## config.mk

```make
export PLATFORM = sky130hd
export DESIGN_NAME = tv80_bus_bridge
export DESIGN_NICKNAME = d
export VERILOG_FILES = /design/src/rtl/tv80_bus_bridge.sv
export SDC_FILE = /design/constraint.sdc
export NUM_CORES = 1
export LEC_CHECK = 0
export CAP_MARGIN = 20
export CORE_MARGIN = 1
export CORE_UTILIZATION = 53
export CTS_BUF_LIST = sky130_fd_sc_hd__clkbuf_16
export DETAILED_ROUTE_END_ITERATION = 7
export DONT_BUFFER_PORTS = 1
export PLACE_DENSITY = 0.7
export SYNTH_ARGS = -nofsm -noshare
export SYNTH_HDL_FRONTEND = slang
export SYNTH_SLANG_ARGS = --single-unit
```

## constraint.sdc

```tcl
create_clock -name clk -period 3.87 [get_ports clk]
set_input_delay 1.161 -clock clk [delete_from_list [all_inputs] [get_ports clk]]
set_output_delay 1.161 -clock clk [all_outputs]
set_load 0.03 [all_outputs]
```

## src/rtl/tv80_bus_bridge.sv

```systemverilog
// tv80s bus bridge: turns Z80 bus strobes into one req/ack transaction per CPU bus cycle.
// Optional REQ timeout with sticky bus_err: define TV80_BRIDGE_TIMEOUT_EN.
module tv80_bus_bridge #(
    parameter logic [7:0]  INTA_VECTOR = 8'hFF,
    parameter int unsigned TIMEOUT     = 16
) (
    input  logic        clk,
    input  logic        reset_n,
    input  logic [15:0] cpu_a,
    input  logic [7:0]  cpu_do,
    output logic [7:0]  cpu_di,
    input  logic        cpu_mreq_n,
    input  logic        cpu_iorq_n,
    input  logic        cpu_rd_n,
    input  logic        cpu_wr_n,
    input  logic        cpu_m1_n,
    input  logic        cpu_rfsh_n,
    output logic        cpu_wait_n,
    output logic        mem_req,
    output logic        mem_we,
    output logic        mem_io,
    output logic [15:0] mem_addr,
    output logic [7:0]  mem_wdata,
    input  logic [7:0]  mem_rdata,
    input  logic        mem_ack,
    output logic        bus_err
);

    typedef enum logic [1:0] {IDLE, REQ, DONE} state_t;

    state_t      state_q, state_d;
    logic [7:0]  cpu_di_q, cpu_di_d;
    logic        mem_req_q, mem_req_d;
    logic        mem_we_q, mem_we_d;
    logic        mem_io_q, mem_io_d;
    logic [15:0] mem_addr_q, mem_addr_d;
    logic [7:0]  mem_wdata_q, mem_wdata_d;
    logic        start, inta, bus_released, timeout_hit;

    assign start        = ((~cpu_mreq_n & cpu_rfsh_n) | (~cpu_iorq_n & cpu_m1_n)) & (~cpu_rd_n | ~cpu_wr_n);
    assign inta         = ~cpu_iorq_n & ~cpu_m1_n;
    assign bus_released = (cpu_mreq_n & cpu_iorq_n) | (cpu_rd_n & cpu_wr_n);

`ifdef TV80_BRIDGE_TIMEOUT_EN
    localparam int CW = $clog2(TIMEOUT + 1);
    logic [CW-1:0] cnt_q, cnt_d;
    logic          bus_err_q, bus_err_d;
    assign timeout_hit = (cnt_q == CW'(TIMEOUT - 1));
    assign bus_err     = bus_err_q;
`else
    assign timeout_hit = 1'b0;
    assign bus_err     = 1'b0;
`endif

    always_comb begin
        state_d     = state_q;
        cpu_di_d    = cpu_di_q;
        mem_req_d   = mem_req_q;
        mem_we_d    = mem_we_q;
        mem_io_d    = mem_io_q;
        mem_addr_d  = mem_addr_q;
        mem_wdata_d = mem_wdata_q;
`ifdef TV80_BRIDGE_TIMEOUT_EN
        cnt_d       = cnt_q;
        bus_err_d   = bus_err_q;
`endif
        case (state_q)
            IDLE: begin
                // inta wins if both ever appear together
                if (inta) begin
                    state_d  = DONE;
                    cpu_di_d = INTA_VECTOR;
                end else if (start) begin
                    state_d     = REQ;
                    mem_req_d   = 1'b1;
                    mem_we_d    = ~cpu_wr_n;
                    mem_io_d    = ~cpu_iorq_n;
                    mem_addr_d  = cpu_a;
                    mem_wdata_d = cpu_do;
`ifdef TV80_BRIDGE_TIMEOUT_EN
                    cnt_d       = '0;
`endif
                end
            end
            REQ: begin
                if (mem_ack) begin
                    state_d   = DONE;
                    mem_req_d = 1'b0;
                    if (!mem_we_q) cpu_di_d = mem_rdata;
                end else if (timeout_hit) begin
                    state_d   = DONE;
                    mem_req_d = 1'b0;
                    cpu_di_d  = 8'hFF;
`ifdef TV80_BRIDGE_TIMEOUT_EN
                    bus_err_d = 1'b1;
                end else begin
                    cnt_d     = cnt_q + 1'b1;
`endif
                end
            end
            DONE: begin
                // wait for the CPU to end its bus cycle so each cycle yields one transaction
                if (bus_released) state_d = IDLE;
            end
            default: state_d = IDLE;
        endcase
    end

    always_ff @(posedge clk or negedge reset_n) begin
        if (!reset_n) begin
            state_q     <= IDLE;
            cpu_di_q    <= 8'h00;
            mem_req_q   <= 1'b0;
            mem_we_q    <= 1'b0;
            mem_io_q    <= 1'b0;
            mem_addr_q  <= 16'h0000;
            mem_wdata_q <= 8'h00;
`ifdef TV80_BRIDGE_TIMEOUT_EN
            cnt_q       <= '0;
            bus_err_q   <= 1'b0;
`endif
        end else begin
            state_q     <= state_d;
            cpu_di_q    <= cpu_di_d;
            mem_req_q   <= mem_req_d;
            mem_we_q    <= mem_we_d;
            mem_io_q    <= mem_io_d;
            mem_addr_q  <= mem_addr_d;
            mem_wdata_q <= mem_wdata_d;
`ifdef TV80_BRIDGE_TIMEOUT_EN
            cnt_q       <= cnt_d;
            bus_err_q   <= bus_err_d;
`endif
        end
    end

    // Gated by reset_n so the CPU is released the moment reset asserts.
    assign cpu_wait_n = ~(reset_n & (((state_q == IDLE) & start) | (state_q == REQ)));
    assign cpu_di     = cpu_di_q;
    assign mem_req    = mem_req_q;
    assign mem_we     = mem_we_q;
    assign mem_io     = mem_io_q;
    assign mem_addr   = mem_addr_q;
    assign mem_wdata  = mem_wdata_q;

endmodule

```

**Run 1: PDN straps and rails**

Pins as bars on the die edge. Tap cells in grey.
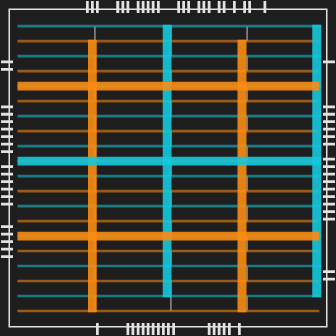
Key: cyan = VDD; orange = VSS
3 straps on met5. 4 straps on met4.
x dimension of the die: 57.3 um
Core Footprint: 2830 um2

**Run 1: cells coloured by class**

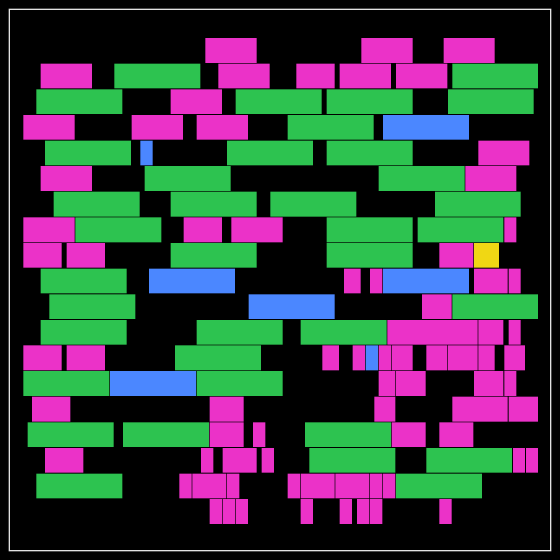
Key: yellow = remaining buffers and delay cells [cells 1]; green = registers [cells 37]; magenta = remaining logic cells [cells 75]; blue = clock drivers and dummy loads [cells 7]

**Run 1: clock wires, drivers and flops**

Scale bar: 20 um.
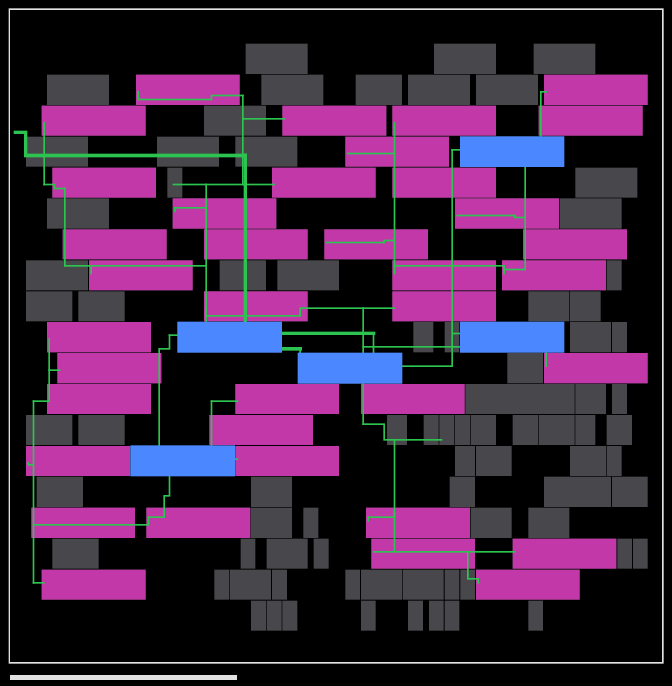
Key: blue = clock-net drivers [count 5]; magenta = flip-flops [count 37]; green = clock wires [length 378 um]
Position of the flops: all over the die.

==> reports/writeup.txt, run 1 <==
The tools report the number of nets still failing antenna checks after routing as 0. For the count of inserted antenna diode cells, the log shows 0. TritonRoute output was used to compute an average wire per cell of 17.4 um. VDD sags by at most 489 uV. Per the repair_timing log after CTS, setup buffers inserted total 0.

With the placement-stage cell area at 1640 um2, the count of input and output buffers is 0. Setup repair after global routing left no endpoint under its margin. For this design the static power due to leakage is 0.874 nW. For the clock latency of the later-clocked register in the worst-skew pair, the log shows 0.27 ns. The combined buffer and inverter count along the critical path came out at 0.

The flow ran to the end, but the final reports show violations. The average instance in the mapped netlist occupies 14.0 um2. The most critical min-delay path falls under in -> async. Max-cap violations in this run came to 0. The fraction of the mapped netlist area in simple logic gates came out at 0.0540. The run gives 0.0547 for the fraction of the mapped netlist area in compound gates. The final-layout worst hold slack is 0.585 ns, and the setup TNS is 0 ns. In the routed design, unresolved DRC markers number 4. The overall global routing resource usage was 0.180; the area fraction in mux cells was 0.265. Per STA, the worst path is made up of nor2b_1, o21ai_0, a211o_1. In this run the number of cells on the critical path is 3.

The post-DP HPWL was 1.94 mm; the count of TritonRoute iterations in the first routing pass was 6. With the post-route core utilization at 0.625, the routability congestion estimate is 0.725. The run gives 0.571 as the sequential share of the synthesized area.

For the yosys synthesis chip area, the log shows 1620 um2. The xor and xnor area share after synthesis is 0, and the post-detailed-routing wire length is 2.63 mm. The checks that failed: DRC. Looking at the critical path, the highest net fanout was 2. The tools report the cell at the root of the clock tree as sky130_fd_sc_hd__clkbuf_16. The number of gates resized after CTS was 0.
-- run 1: layout make-up --
type	instances	area [um2]
timing repair buffer	1	7.51
inverter	14	52.6
sequential	37	926
multi-input combinational	61	611
clock buffer	5	125
tap	31	38.8
clock inverter	2	7.51
fill	226	1060
-- run 1: worst paths after layout --
kind                                         from  slack [ns]                        to
setup / recovery                       cpu_rfsh_n        0.77                cpu_wait_n
setup reg to reg           state_q[0]$_DFFE_PN0P_        2.07   mem_addr[0]$_DFFE_PN0P_
hold reg to reg             cpu_di[2]$_DFFE_PN0P_        0.68     cpu_di[2]$_DFFE_PN0P_
min in group clk            cpu_di[2]$_DFFE_PN0P_        0.68     cpu_di[2]$_DFFE_PN0P_
max in group asynchronous                 reset_n        3.20  mem_addr[11]$_DFFE_PN0P_
hold / removal                            reset_n        0.58     cpu_di[6]$_DFFE_PN0P_
-- run 1: routing by layer --
metal / track usage / part of all wire / up-vias
li1: - / - / 392
met1: 0.201 / 0.40 / 417
met3: 0.0839 / 0.088 / 2
met2: 0.299 / 0.51 / 41
met4: 0.0732 / 0.0065 / 0
met5: 0 / 0 / -
-- run 1: cell usage after synthesis (2+ instances only) --
master | number | area (um2)
sky130_fd_sc_hd__o21ai_0 | 2 | 10.0
sky130_fd_sc_hd__dfrtp_1 | 37 | 926
sky130_fd_sc_hd__mux2i_1 | 10 | 100
sky130_fd_sc_hd__inv_1 | 14 | 52.6
sky130_fd_sc_hd__mux2_4 | 16 | 240
sky130_fd_sc_hd__mux2_2 | 8 | 90.1
sky130_fd_sc_hd__buf_6 | 2 | 22.5
sky130_fd_sc_hd__a21oi_1 | 2 | 10.0
sky130_fd_sc_hd__nor2_1 | 9 | 33.8
-- run 1: power breakdown --
group	internal (mW)	switching, mW
registers	0.553	0.458
clock network	0.229	0.127
logic	0.213	0.111
==> run 1 -> run 2 <==
--- a/config.mk
+++ b/config.mk
@@ -11,7 +11,7 @@
 export CTS_BUF_LIST = sky130_fd_sc_hd__clkbuf_16
 export DETAILED_ROUTE_END_ITERATION = 7
 export DONT_BUFFER_PORTS = 1
-export PLACE_DENSITY = 0.7
+export PLACE_DENSITY = 0.73
 export SYNTH_ARGS = -nofsm -noshare
 export SYNTH_HDL_FRONTEND = slang
 export SYNTH_SLANG_ARGS = --single-unit
==> constraint.sdc (replaced) <==
create_clock -name clk -period 2.65 [get_ports clk]
set_input_delay 0.795 -clock clk [delete_from_list [all_inputs] [get_ports clk]]
set_output_delay 0.795 -clock clk [all_outputs]
set_load 0.03 [all_outputs]
**Run 2: cells coloured by class**

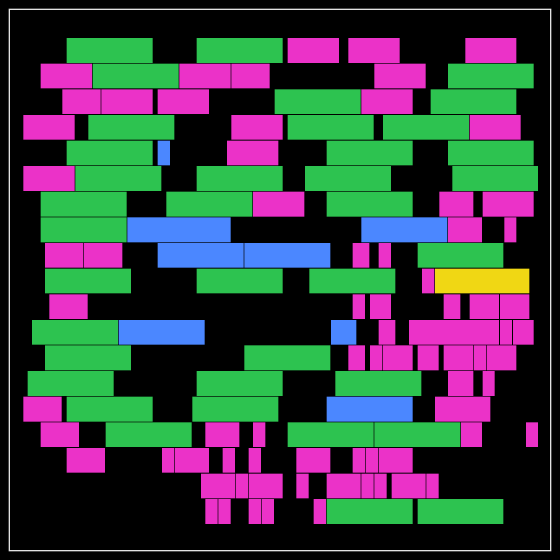
flop share of the area: 0.508
final non-filler cell area: 1820 um2
final core utilization: 0.644
Rows: 19

==> run 2 against run 1 <==
Against the previous run: the run still ends with DRC left; power is 54% higher; cell area grew 3.0%; die area did not move; sequential cell count is the same; sequential share of layout area down 1.5 points; synthesized area unchanged; final cell count is 0.66% higher; clock-buffer cell count is the same.
==> reports/writeup.txt, run 2 <==
By count the netlist is led by 37 x sky130_fd_sc_hd__dfrtp_1, 16 x sky130_fd_sc_hd__mux2_4, 14 x sky130_fd_sc_hd__inv_1. Counting tap cells, the placed design contains a total of 143 instances. The die span in x is 57.3 um, and the share of final-layout standard cells stronger than drive strength 1 is 0.306.

After routing, the total negative slack on setup checks comes to 0 ns. Entering global routing, the biggest net connects 39 pins. The launch point of the critical path was reported as cpu_rfsh_n. According to the dpl log, the detail-placed design has an HPWL of 1.94 mm.

The report lists the number of cells resized after CTS as 0. The largest fanout on the critical path works out to 2. The cell at the root of the clock tree was sky130_fd_sc_hd__clkbuf_16. The number of nets still failing antenna checks after routing came out at 0. The cell with the biggest individual delay on the critical path is sky130_fd_sc_hd__a211o_1.

The run gives 0.901 for the post-route fraction of the period consumed by the critical path. For the worst flop-to-flop path, the logic depth is 4. The average wire per standard cell works out to 17.3 um. The maximum resistive drop on vdd was 934 uV. The run gives 0.178 as the overall global routing resource usage. The final reports fail on DRC. The proportion of register bits with asynchronous set or reset after synthesis is 1.00, and the yosys synthesis chip area is 1620 um2. Per the gpl log, the routability congestion estimate is 0.718.

The clock period minus worst slack works out to 2.39 ns. For the floorplan net count, the log shows 157. Setup repair after global routing left no endpoint under its margin. The first TritonRoute pass finished after 6 iterations. Per the placement log, port buffering inserted 0 buffers.

Leaving out filler cells and counting taps, the final layout contains 152. The critical path crosses 3 cells after its start point. The skew report gives the latency at the later pin of the worst-skew pair as 0.27 ns. With the iteration-0 DRC count of the detailed router at 44, the instance tally after logic synthesis is 116.

With the post-detailed-routing wire length at 2.64 mm, the number of levels the H-tree was split into is 2. The clock passes through at most 2 buffers. The count of maximum capacitance violations was 0. The sequential share of the synthesized area was 0.571. The tools report the required time of the critical path as 1.86 ns. Counting flops with a built-in enable in the synthesized netlist gives 0.

The number of hold buffers added after CTS was 0. The tools report the reg-to-reg startpoint as state_q[0]$_DFFE_PN0P_. The vias per cell was 5.68. The most common logic cells in the final layout are 37 x sky130_fd_sc_hd__dfrtp_1, 16 x sky130_fd_sc_hd__mux2_4, 14 x sky130_fd_sc_hd__inv_1, 10 x sky130_fd_sc_hd__mux2i_1, 9 x sky130_fd_sc_hd__nor2_1. The share of the synthesized area in the top cell type was 0.571; the static leakage power was 0.893 nW.

The number of setup violations in the final report was 0. For reference, the critical path cell chain is nor2b_1, o21ai_0, a211o_1. At the end of the flow, the number of nets in the layout was 161. The most instantiated library cell after synthesis is sky130_fd_sc_hd__dfrtp_1. The buffer count from post-CTS setup fixing was 0; the average cell area after synthesis was 14.0 um2. By area the synthesized netlist is led by sky130_fd_sc_hd__dfrtp_1 57%, sky130_fd_sc_hd__mux2_4 15%, sky130_fd_sc_hd__mux2i_1 6.2%, sky130_fd_sc_hd__mux2_2 5.6%, sky130_fd_sc_hd__inv_1 3.2%.

The worst min-delay path category was in -> async. The flow measured a signed area growth from synthesis to layout of 12.3%. The count of inserted antenna diode cells came out at 0. Cell type contributing the most total cell area after synthesis: sky130_fd_sc_hd__dfrtp_1.

The overall die height works out to 57.3 um. The register with the most flip-flops in the layout has 16 of them. The core region is 2830 um2. For this design the ratio of total power to cell area is 1430 nW/um2. CTS saw 37 sinks. The post-route DRC violation count is 8.

The number of synthesized register bits is 37. For the count of boundary I/O pins, the log shows 78. The run finished, with violations left.

Data on the critical path arrives at its endpoint at 1.59 ns. TritonCTS built the clock tree. Counting both buffers and inverters, the worst setup path holds a total of 0.
[run 2: cell counts after synthesis]
No cell type changed its count.
[run 2: power breakdown]
group          internal (mW)  switching [mW]  total (mW)
registers              0.808           0.672        1.48
logic                  0.317           0.164       0.482
clock network          0.439           0.202       0.641
[run 2: final timing paths]
path,endpoint,slack [ns]
max,cpu_wait_n,0.26
min,mem_wdata[1]$_DFFE_PN0P_,0.22
max reg2reg,mem_addr[5]$_DFFE_PN0P_,1.05
min reg2reg,cpu_di[2]$_DFFE_PN0P_,0.68
max in group asynchronous,mem_addr[4]$_DFFE_PN0P_,2.36
min in group clk,mem_we$_DFFE_PN0P_,0.61
[run 2: cells by family after synthesis]
| family | Yosys count | synth area share |
|---|---|---|
| other cells | 1 | 0.00231 |
| mux | 34 | 0.265 |
| simple gates | 17 | 0.0540 |
| buf+inv | 18 | 0.0532 |
| compound gates | 9 | 0.0548 |
| flops | 37 | 0.571 |
[run 2: per-stage QoR]
stage / worst slack (ns) / area, um2 / hold slack, ns
3_5_place_dp: 0.244 / 1630 / 0.500
4_1_cts: 0.263 / 1790 / 0.211
2_1_floorplan: 0.311 / 1620 / 0.499
5_1_grt: 0.217 / 1820 / 0.203
6_report: 0.262 / 1820 / 0.218
3_3_place_gp: 0.296 / 1630 / 0.500
[run 2: layout make-up]
cell class / instances / area [um2]
flip-flops and latches: 37 / 926
clock inverters: 3 / 41.3
fillers: 216 / 1010
inverters: 14 / 52.6
clock buffers: 5 / 125
multi-input cells: 61 / 611
well taps: 31 / 38.8
repair buffers: 1 / 27.5
[run 2: metal layers]
layer,share of wire,routed length (um),global-route usage
met1,0.38,1020,0.221
met2,0.52,1370,0.287
met3,0.091,241,0.0816
met4,0.0049,13,0.0418
met5,0,0,0
==> run 2 -> run 3 <==
--- a/config.mk
+++ b/config.mk
@@ -11,7 +11,7 @@
 export CTS_BUF_LIST = sky130_fd_sc_hd__clkbuf_16
 export DETAILED_ROUTE_END_ITERATION = 7
 export DONT_BUFFER_PORTS = 1
-export PLACE_DENSITY = 0.73
+export PLACE_DENSITY = 0.7
 export SYNTH_ARGS = -nofsm -noshare
 export SYNTH_HDL_FRONTEND = slang
 export SYNTH_SLANG_ARGS = --single-unit
==> constraint.sdc (replaced) <==
create_clock -name clk -period 2.2 [get_ports clk]
set_input_delay 0.66 -clock clk [delete_from_list [all_inputs] [get_ports clk]]
set_output_delay 0.66 -clock clk [all_outputs]
set_load 0.03 [all_outputs]
**Run 3: PDN straps and rails**

Pins as bars on the die edge. Tap cells in grey.
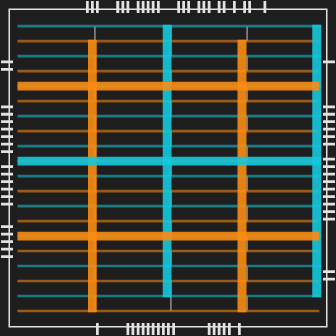
Key: orange = VSS; cyan = VDD
31 tap cells. 4 straps on met4. 20 met1 rails follow the rows.
vertical extent of the die: 57.3 um
worst supply voltage drop on vdd: 1010 uV

==> run 3 against run 2 <==
Against the previous run: the run still ends with DRC left; first-iteration DRC count fell by 14%; clock skew increased by 0.0027 ns; non-clock buffer count increased by 1; die area did not move; sequential cell count stayed put; cell area grew 1.5%; register-to-register slack lost 0.37 ns; core utilization grew 0.97 points; worst hold slack lost 0.15 ns; final cell count grew 0.66%; wire length is 7.3% higher; power increased by 26%; largest cell class unchanged; largest power group unchanged.
==> reports/writeup.txt, run 3 <==
In the post-synthesis netlist, the biggest area contributors are sky130_fd_sc_hd__dfrtp_1 57%, sky130_fd_sc_hd__mux2_4 15%, sky130_fd_sc_hd__mux2i_1 6.2%, sky130_fd_sc_hd__mux2_2 5.6%, sky130_fd_sc_hd__inv_1 3.2%. The run gives 1850 um2 for the cell area after layout. The tools report the endpoint arrival time on the critical path as 1.35 ns. Setup repair after global routing left no endpoint under its margin. The run gives 1.07 mm as the routed metal-1 wirelength. The count of input and output buffers was 0. The total number of placement rows came out at 19. Once routing completed, OpenROAD measured the worst setup slack at 0.191 ns.

The floorplan net count is 157. In the layout the commonest cells are 37 x sky130_fd_sc_hd__dfrtp_1, 16 x sky130_fd_sc_hd__mux2_4, 14 x sky130_fd_sc_hd__inv_1, 10 x sky130_fd_sc_hd__mux2i_1, 9 x sky130_fd_sc_hd__nor2_1. According to the floorplan report, the placeable core area is 2830 um2.

The final timing report derives a shortest allowable period of 2.01 ns. The H-tree was split into 2 levels. The detailed router reported a total wirelength of 2.83 mm. The critical path contains buffers and inverters numbering 0 combined. The data required time reported for the critical path is 1.54 ns.

The tools report the overall global routing resource usage as 0.190. The run gives 0 as the post-cts repair resize count. The tools report the count of boundary I/O pins as 78.

Buffer count from post-CTS setup fixing: 0. For this run, design rule violations remaining after detail routing come to 7. The script computed a power per unit cell area of 1770 nW/um2. Routability-driven placement finished with a final weighted congestion of 0.737. The final reports fail on DRC. TritonCTS built the clock tree. For this run, the detailed router reports a per-instance via density of 5.56. Signal routing reaches up to met4.

The flow ran to the end, but the final reports show violations. The final-layout worst hold slack was 0.0730 ns. Summed over all failing endpoints, the final setup total negative slack is 0 ns. The signal on the critical path passes through nor2b_2, o21ai_0, a211o_1. Yosys synthesis chip area: 1620 um2.

After the last flow step, the layout net total stands at 162. Once placement finished, the instance area stood at 1660 um2. The tools report the largest net degree at the start of global routing as 39.

0 antenna diodes ended up in the layout. The path class of the tightest hold or removal check is in -> async. The average wire per standard cell works out to 18.5 um. The run gives 0.913 for the post-route fraction of the period consumed by the critical path.
## run 3: netlist changes by cell type in the layout (fill, tap and decap cells not counted), sizes merged
cell	delta
inv	+1
bufinv	+1
clkinvlp	-1
buf	+1
clkinv	-1
## run 3: logic make-up after synthesis
logic type,synth area share
AOI/OAI and AO/OA,0.0548
buffers and inverters,0.0532
DFF,0.571
muxes,0.265
other,0.00231
and+or+nand+nor,0.0540
## run 3: per-layer routing
layer  up-vias  GRT usage
met2        47      0.296
met5         -          0
met3         6     0.0884
met4         0     0.0732
met1       404      0.232
li1        394          -
## run 3: worst paths after layout
kind | start | slack [ns] | cells past startpoint | end
min | reset_n | 0.07 | 0 | mem_addr[15]$_DFFE_PN0P_
min reg2reg | cpu_di[4]$_DFFE_PN0P_ | 0.68 | 2 | cpu_di[4]$_DFFE_PN0P_
max | cpu_m1_n | 0.19 | 3 | cpu_wait_n
max in group asynchronous | reset_n | 2.05 | 0 | mem_addr[14]$_DFFE_PN0P_
min in group clk | cpu_wr_n | 0.47 | 1 | mem_we$_DFFE_PN0P_
max reg2reg | state_q[0]$_DFFE_PN0P_ | 0.68 | 3 | cpu_di[3]$_DFFE_PN0P_
## run 3: cell type report
cell class / count / area, um2
fillers: 221 / 980
flip-flops and latches: 37 / 926
multi-input cells: 61 / 611
clock buffers: 5 / 125
clock inverters: 3 / 68.8
inverters: 14 / 52.6
well taps: 31 / 38.8
repair buffers: 2 / 27.5
## run 3: power by group
group | switching, mW | total, mW | internal, mW | leakage (nW)
Combinational | 0.204 | 0.583 | 0.378 | 0.402
Sequential | 0.811 | 1.78 | 0.973 | 0.415
Clock | 0.263 | 0.915 | 0.652 | 0.0944
Total | 1.28 | 3.28 | 2.00 | 0.911
Power and IR drop assume default switching activity.
